--- src/rtl/tmds_channel_decoder_if.sv ---
// Lane-side bundle of one TMDS channel decoder: serial bit pair in,
// decoded symbol stream and lock status out.
interface tmds_channel_decoder_if;
    logic [1:0] din;
    logic       sym_valid;
    logic [7:0] data;
    logic [1:0] ctl;
    logic       de;
    logic       locked;

    // master: serial source / symbol consumer; slave: the decoder itself
    modport master (output din, input sym_valid, data, ctl, de, locked);
    modport slave  (input din, output sym_valid, data, ctl, de, locked);
endinterface

--- src/rtl/tmds_channel_decoder.sv ---
// One TMDS/DVI-D receive lane: 2-bit/cycle deserialiser, control-token
// alignment hunter with lock/loss tracking, and 10b->8b symbol decoder.
module tmds_channel_decoder #(
    parameter int CTL_RUN = 8,     // aligned tokens in a row needed for lock (2..15)
    parameter int MAX_GAP = 2047   // symbols without a token before lock drops (1..4095)
) (
    input logic             clk_x5,
    input logic             reset,
    tmds_channel_decoder_if.slave bus
);
    typedef enum logic [1:0] {HUNT, SLIP, LOCKED} state_t;

    localparam logic [3:0]  RUN_LAST = 4'(CTL_RUN - 1);
    localparam logic [11:0] GAP_LAST = 12'(MAX_GAP - 1);

    state_t      state, state_nxt;
    logic [10:0] sr;
    logic [2:0]  phase;
    logic        hold, off;
    logic [3:0]  run_cnt, run_nxt;
    logic [11:0] gap_cnt, gap_nxt;
    logic [9:0]  word;
    logic        strobe, is_tok, slip, emit, lock_set, lock_clr;
    logic [1:0]  tok_ctl;
    logic        sym_valid_q, de_q, locked_q;
    logic [7:0]  data_q;
    logic [1:0]  ctl_q;

    // TMDS transition-minimised decode: undo optional inversion, then XOR/XNOR chain
    function automatic logic [7:0] tmds_dec(input logic [9:0] w);
        logic [7:0] q, d;
        q    = w[9] ? ~w[7:0] : w[7:0];
        d[0] = q[0];
        for (int i = 1; i < 8; i++)
            d[i] = w[8] ? (q[i] ^ q[i-1]) : ~(q[i] ^ q[i-1]);
        return d;
    endfunction

    // The extra 11th bit lets a one-bit window shift without touching the phase counter
    assign word   = off ? sr[10:1] : sr[9:0];
    assign strobe = (phase == 3'd4) && !hold;

    // Recognise the four control tokens
    always_comb begin
        is_tok  = 1'b1;
        tok_ctl = 2'b00;
        case (word)
            10'b1101010100: tok_ctl = 2'b00;
            10'b0010101011: tok_ctl = 2'b01;
            10'b0101010100: tok_ctl = 2'b10;
            10'b1010101011: tok_ctl = 2'b11;
            default:        is_tok  = 1'b0;
        endcase
    end

    // Deserialiser, symbol phase and bit-slip window; a slip from off=1 back to
    // off=0 stretches the symbol by one cycle so every slip advances one bit
    always_ff @(posedge clk_x5) begin
        if (reset) begin
            sr    <= '0;
            phase <= '0;
            hold  <= 1'b0;
            off   <= 1'b0;
        end else begin
            sr   <= {bus.din[1], bus.din[0], sr[10:2]};
            hold <= slip && off;
            if (slip) off <= !off;
            if (phase == 3'd4) begin
                if (!(slip && off)) phase <= 3'd0;
            end else begin
                phase <= phase + 3'd1;
            end
        end
    end

    // Alignment state and run/gap counters
    always_ff @(posedge clk_x5) begin
        if (reset) begin
            state   <= HUNT;
            run_cnt <= '0;
            gap_cnt <= '0;
        end else begin
            state   <= state_nxt;
            run_cnt <= run_nxt;
            gap_cnt <= gap_nxt;
        end
    end

    // Next-state: count tokens while hunting, slip on garbage, watch the token gap once locked
    always_comb begin
        state_nxt = state;
        run_nxt   = run_cnt;
        gap_nxt   = gap_cnt;
        slip      = 1'b0;
        emit      = 1'b0;
        lock_set  = 1'b0;
        lock_clr  = 1'b0;
        if (strobe) begin
            case (state)
                HUNT: begin
                    if (is_tok) begin
                        if (run_cnt == RUN_LAST) begin
                            state_nxt = LOCKED;
                            run_nxt   = '0;
                            gap_nxt   = '0;
                            emit      = 1'b1;
                            lock_set  = 1'b1;
                        end else begin
                            run_nxt = run_cnt + 4'd1;
                        end
                    end else begin
                        run_nxt   = '0;
                        slip      = 1'b1;
                        state_nxt = SLIP;
                    end
                end
                // The word strobed right after a slip mixes two alignments
                SLIP: state_nxt = HUNT;
                LOCKED: begin
                    if (is_tok) begin
                        gap_nxt = '0;
                        emit    = 1'b1;
                    end else if (gap_cnt == GAP_LAST) begin
                        state_nxt = HUNT;
                        run_nxt   = '0;
                        gap_nxt   = '0;
                        lock_clr  = 1'b1;
                    end else begin
                        gap_nxt = gap_cnt + 12'd1;
                        emit    = 1'b1;
                    end
                end
                default: state_nxt = HUNT;
            endcase
        end
    end

    // Registered symbol outputs; ctl is sticky across data symbols
    always_ff @(posedge clk_x5) begin
        if (reset) begin
            sym_valid_q <= 1'b0;
            data_q      <= '0;
            ctl_q       <= '0;
            de_q        <= 1'b0;
            locked_q    <= 1'b0;
        end else begin
            sym_valid_q <= emit;
            if (lock_set)      locked_q <= 1'b1;
            else if (lock_clr) locked_q <= 1'b0;
            if (emit) begin
                if (is_tok) begin
                    de_q   <= 1'b0;
                    data_q <= '0;
                    ctl_q  <= tok_ctl;
                end else begin
                    de_q   <= 1'b1;
                    data_q <= tmds_dec(word);
                end
            end else if (strobe && state_nxt != LOCKED) begin
                de_q   <= 1'b0;
                data_q <= '0;
            end
        end
    end

    assign bus.sym_valid = sym_valid_q;
    assign bus.data      = data_q;
    assign bus.ctl       = ctl_q;
    assign bus.de        = de_q;
    assign bus.locked    = locked_q;
endmodule

--- src/flat_wrapper.sv ---
// flat-port wrapper written by rule: the top's interface ports become plain ports
module tmds_channel_decoder_flat 
#(
    parameter int CTL_RUN = 8,                                                       
    parameter int MAX_GAP = 2047                                                         
)
  (clk_x5, reset, bus_din, bus_sym_valid, bus_data, bus_ctl, bus_de, bus_locked);
  tmds_channel_decoder_if bus_i ();
  input logic clk_x5;
  input logic reset;
  input wire logic [$bits(bus_i.din)-1:0] bus_din;
  output wire logic [$bits(bus_i.sym_valid)-1:0] bus_sym_valid;
  output wire logic [$bits(bus_i.data)-1:0] bus_data;
  output wire logic [$bits(bus_i.ctl)-1:0] bus_ctl;
  output wire logic [$bits(bus_i.de)-1:0] bus_de;
  output wire logic [$bits(bus_i.locked)-1:0] bus_locked;
  assign bus_i.din = bus_din;
  assign bus_sym_valid = bus_i.sym_valid;
  assign bus_data = bus_i.data;
  assign bus_ctl = bus_i.ctl;
  assign bus_de = bus_i.de;
  assign bus_locked = bus_i.locked;
  tmds_channel_decoder #(.CTL_RUN(CTL_RUN), .MAX_GAP(MAX_GAP)) u_core (.clk_x5(clk_x5), .reset(reset), .bus(bus_i));
endmodule
--- config.mk ---
export PLATFORM = sky130hd
export DESIGN_NAME = tmds_channel_decoder_flat
export DESIGN_NICKNAME = d
export VERILOG_FILES = /design/src/rtl/tmds_channel_decoder_if.sv /design/src/rtl/tmds_channel_decoder.sv /design/src/flat_wrapper.sv
export SDC_FILE = /design/constraint.sdc
export NUM_CORES = 1
export LEC_CHECK = 0
export CAP_MARGIN = 40
export CORE_MARGIN = 5
export CORE_UTILIZATION = 55
export DETAILED_ROUTE_END_ITERATION = 6
export PLACE_DENSITY = 0.75
export SLEW_MARGIN = 30
export SYNTH_ARGS = -nofsm -noshare
export SYNTH_HDL_FRONTEND = slang
export SYNTH_SLANG_ARGS = --single-unit
--- constraint.sdc ---
create_clock -name clk_x5 -period 7.55 [get_ports clk_x5]
set_clock_uncertainty 0.05 [all_clocks]
set_input_delay 1.51 -clock clk_x5 [delete_from_list [all_inputs] [get_ports clk_x5]]
set_output_delay 1.51 -clock clk_x5 [all_outputs]
set_load 0.02 [all_outputs]
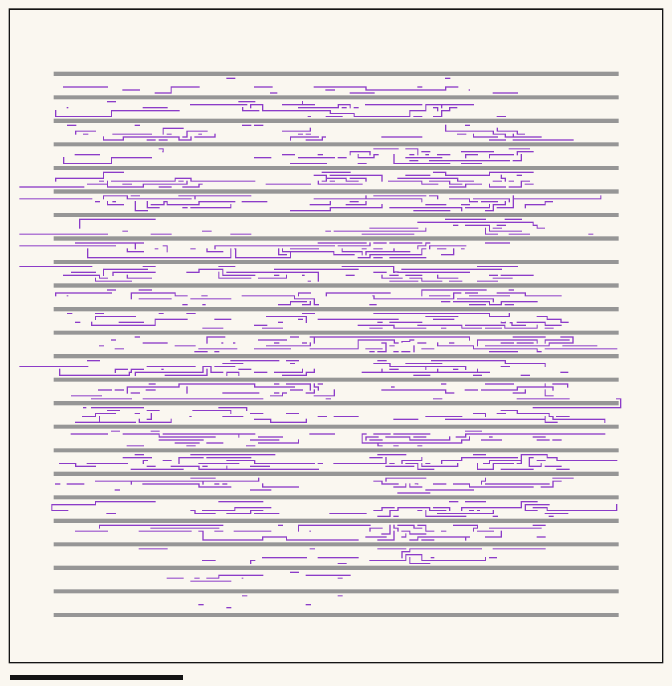
Figure 1: M1 wires.
Scale bar: 20 um. Supply wires on this layer in gray.
- share of all routed wire: 48%
- main direction: horizontal
- nets with wire on the layer: 277
- longest straight run: 18.9 um
- wire length on this layer: 2230 um

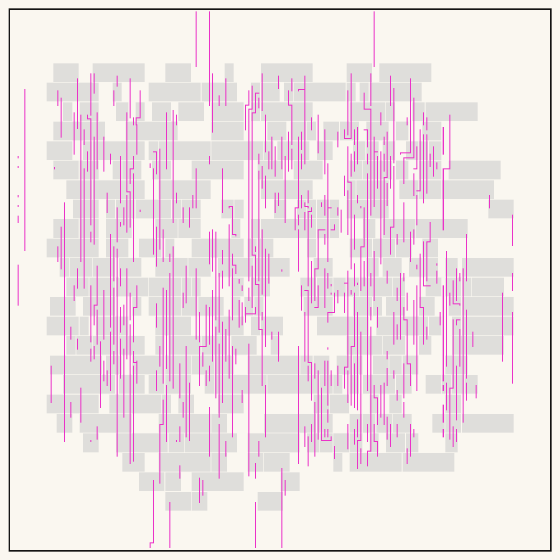
Figure 2: met2 routing.
Cells faint in the background.
- main direction: vertical
- nets with wire on the layer: 235
- share of all routed wire: 47%
- wire length on this layer: 2180 um
- longest straight run: 33.3 um

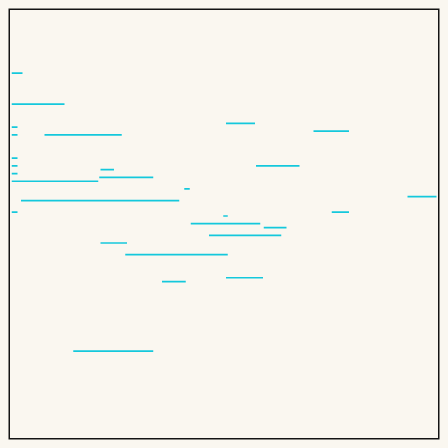
Figure 3: metal 3.
- longest straight run: 27.6 um
- share of all routed wire: 3.9%
via count: 1875
wirelength, routed: 4660 um
met3 usage: 0.0409

==> results.txt <==
Status -> finished, final reports clean
Switching share of power -> 0.230
Critical Path AT -> 3.38 ns
Vias in the first global route -> 1805
WL/cell -> 14.1 um
Largest register by flop count -> u_core.gap_cnt
Final Cycle Share -> 0.424
Via/cell ratio -> 5.70
Crit. End Element -> flip-flop
CP Class -> reg2reg
Combinational Area -> 1310 um2
Synth Seq Share -> 0.400
Final worst setup slack -> 4.35 ns
Worst slew pin tran -> 0.772 ns
R2R depth -> 7
Iter 0 DRT Violations -> 156
Number of flip-flops in the largest register -> 12
Share of the synthesized area in the top cell type -> 0.400
N_diodes -> 0
Worst Setup EP -> u_core.gap_cnt[9]
Root Buffer -> clkbuf_8
GRT met1 Usage -> 0.241
Count of non-CTS inverters in the layout -> 13
Area leader, netlist -> dfxtp_1
Fraction of area in multi-input gates -> 0.500
Tool warnings -> 32
CP startpoint -> u_core.off
NetSw -> 0.0000983 W
Top Layout Cells -> 47 x dfxtp_1, 28 x nor2_1, 17 x a21oi_1
CTS Sinks -> 47
Clk pwr -> 0.000143 W
Fmax achieved -> 0.313 GHz
Top FF cell, synth -> dfxtp_1
WP buf/inv -> 0
Critical path depth in cells -> 7
Top Consumer -> sequential cells
Non-clock buffer share -> 0.0695
Port Buf Inserts -> 16
Comb group -> 0.0000281 W
Largest cells by area -> dfxtp_1 40%, ha_1 6.9%, mux2i_1 4.7%, nor2_1 4.5%, a21oi_1 3.6%
Critical-path cell list -> mux2i_1 > ha_1 > nand4_1 > mux2_1 > o41a_1 > or3_1 > a21oi_1
Compound Share, Synth -> 0.166
Clock-pin slew on the worst setup and hold paths -> 0.08 ns
Non-Clock Buffer Count -> 19
Final slew viol count -> 0
Hold Crit Class -> reg2reg
Tot Pwr -> 0.000427 W
Num tapcells -> 50
Multi-In Gates -> 192
Xor/xnor share -> 0.0484
Cell with the most instances after synthesis -> dfxtp_1
Sequential Area -> 941 um2
Slowest CP cell -> dfxtp_1
Critical Path Source Type -> flip-flop
Seq pwr -> 0.000256 W
Initial antenna violation count -> 0
Static Leak -> 0.944 nW
Mean post-synth cell area -> 8.91 um2
H-tree depth -> 2
CTS tree -> yes
Post-CTS Hold Fix Bufs -> 0
Post-synth EDFFs -> 0
Layout Nets -> 295
GRT overflow -> 0
Ys cells -> 264
Met2 Routed Length -> 2180 um
Min Clock Period, post-route -> 3.20 ns
Simple share -> 0.218
WHS Endpoint -> u_core.sr[8]
WHS Path Cells -> 1
Mapped Cells -> 264
# Post-CTS Setup Buffers -> 0
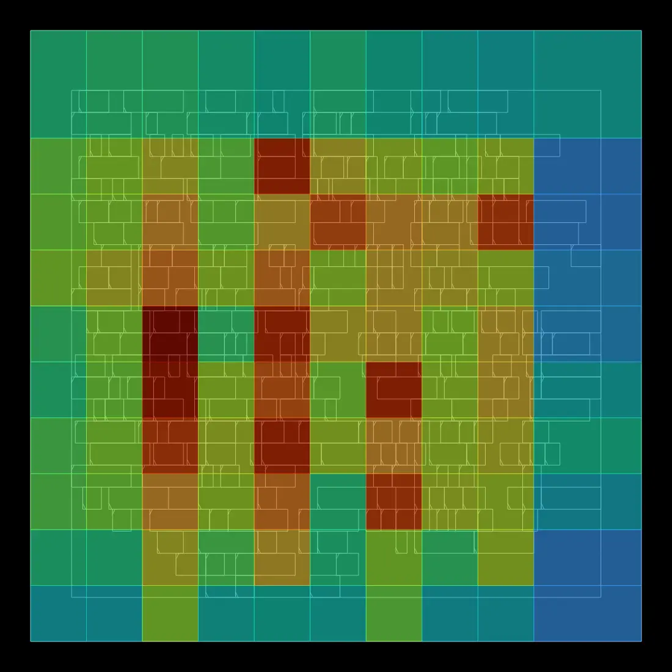
Figure 4: routing congestion map.
grt met2 use: 0.290
fin util: 0.644

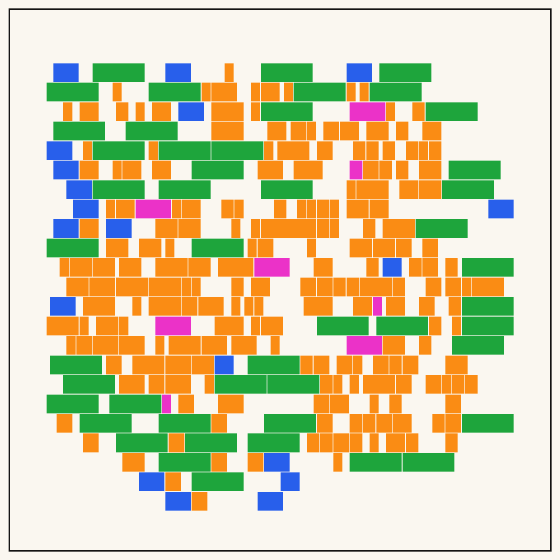
Figure 5: cell classes on the final placement.
- clock drivers and dummy loads: magenta (cells 8; share of their area 3.2%)
- all other logic: orange (cells 205; share of their area 53%)
- other buffers and delay cells: blue (cells 19; share of their area 7.1%)
- flip-flops: green (cells 47; share of their area 37%)
Row Count: 23
core area: 4090 um2

Power figures rest on the tool's default switching activity, not on a simulated workload.
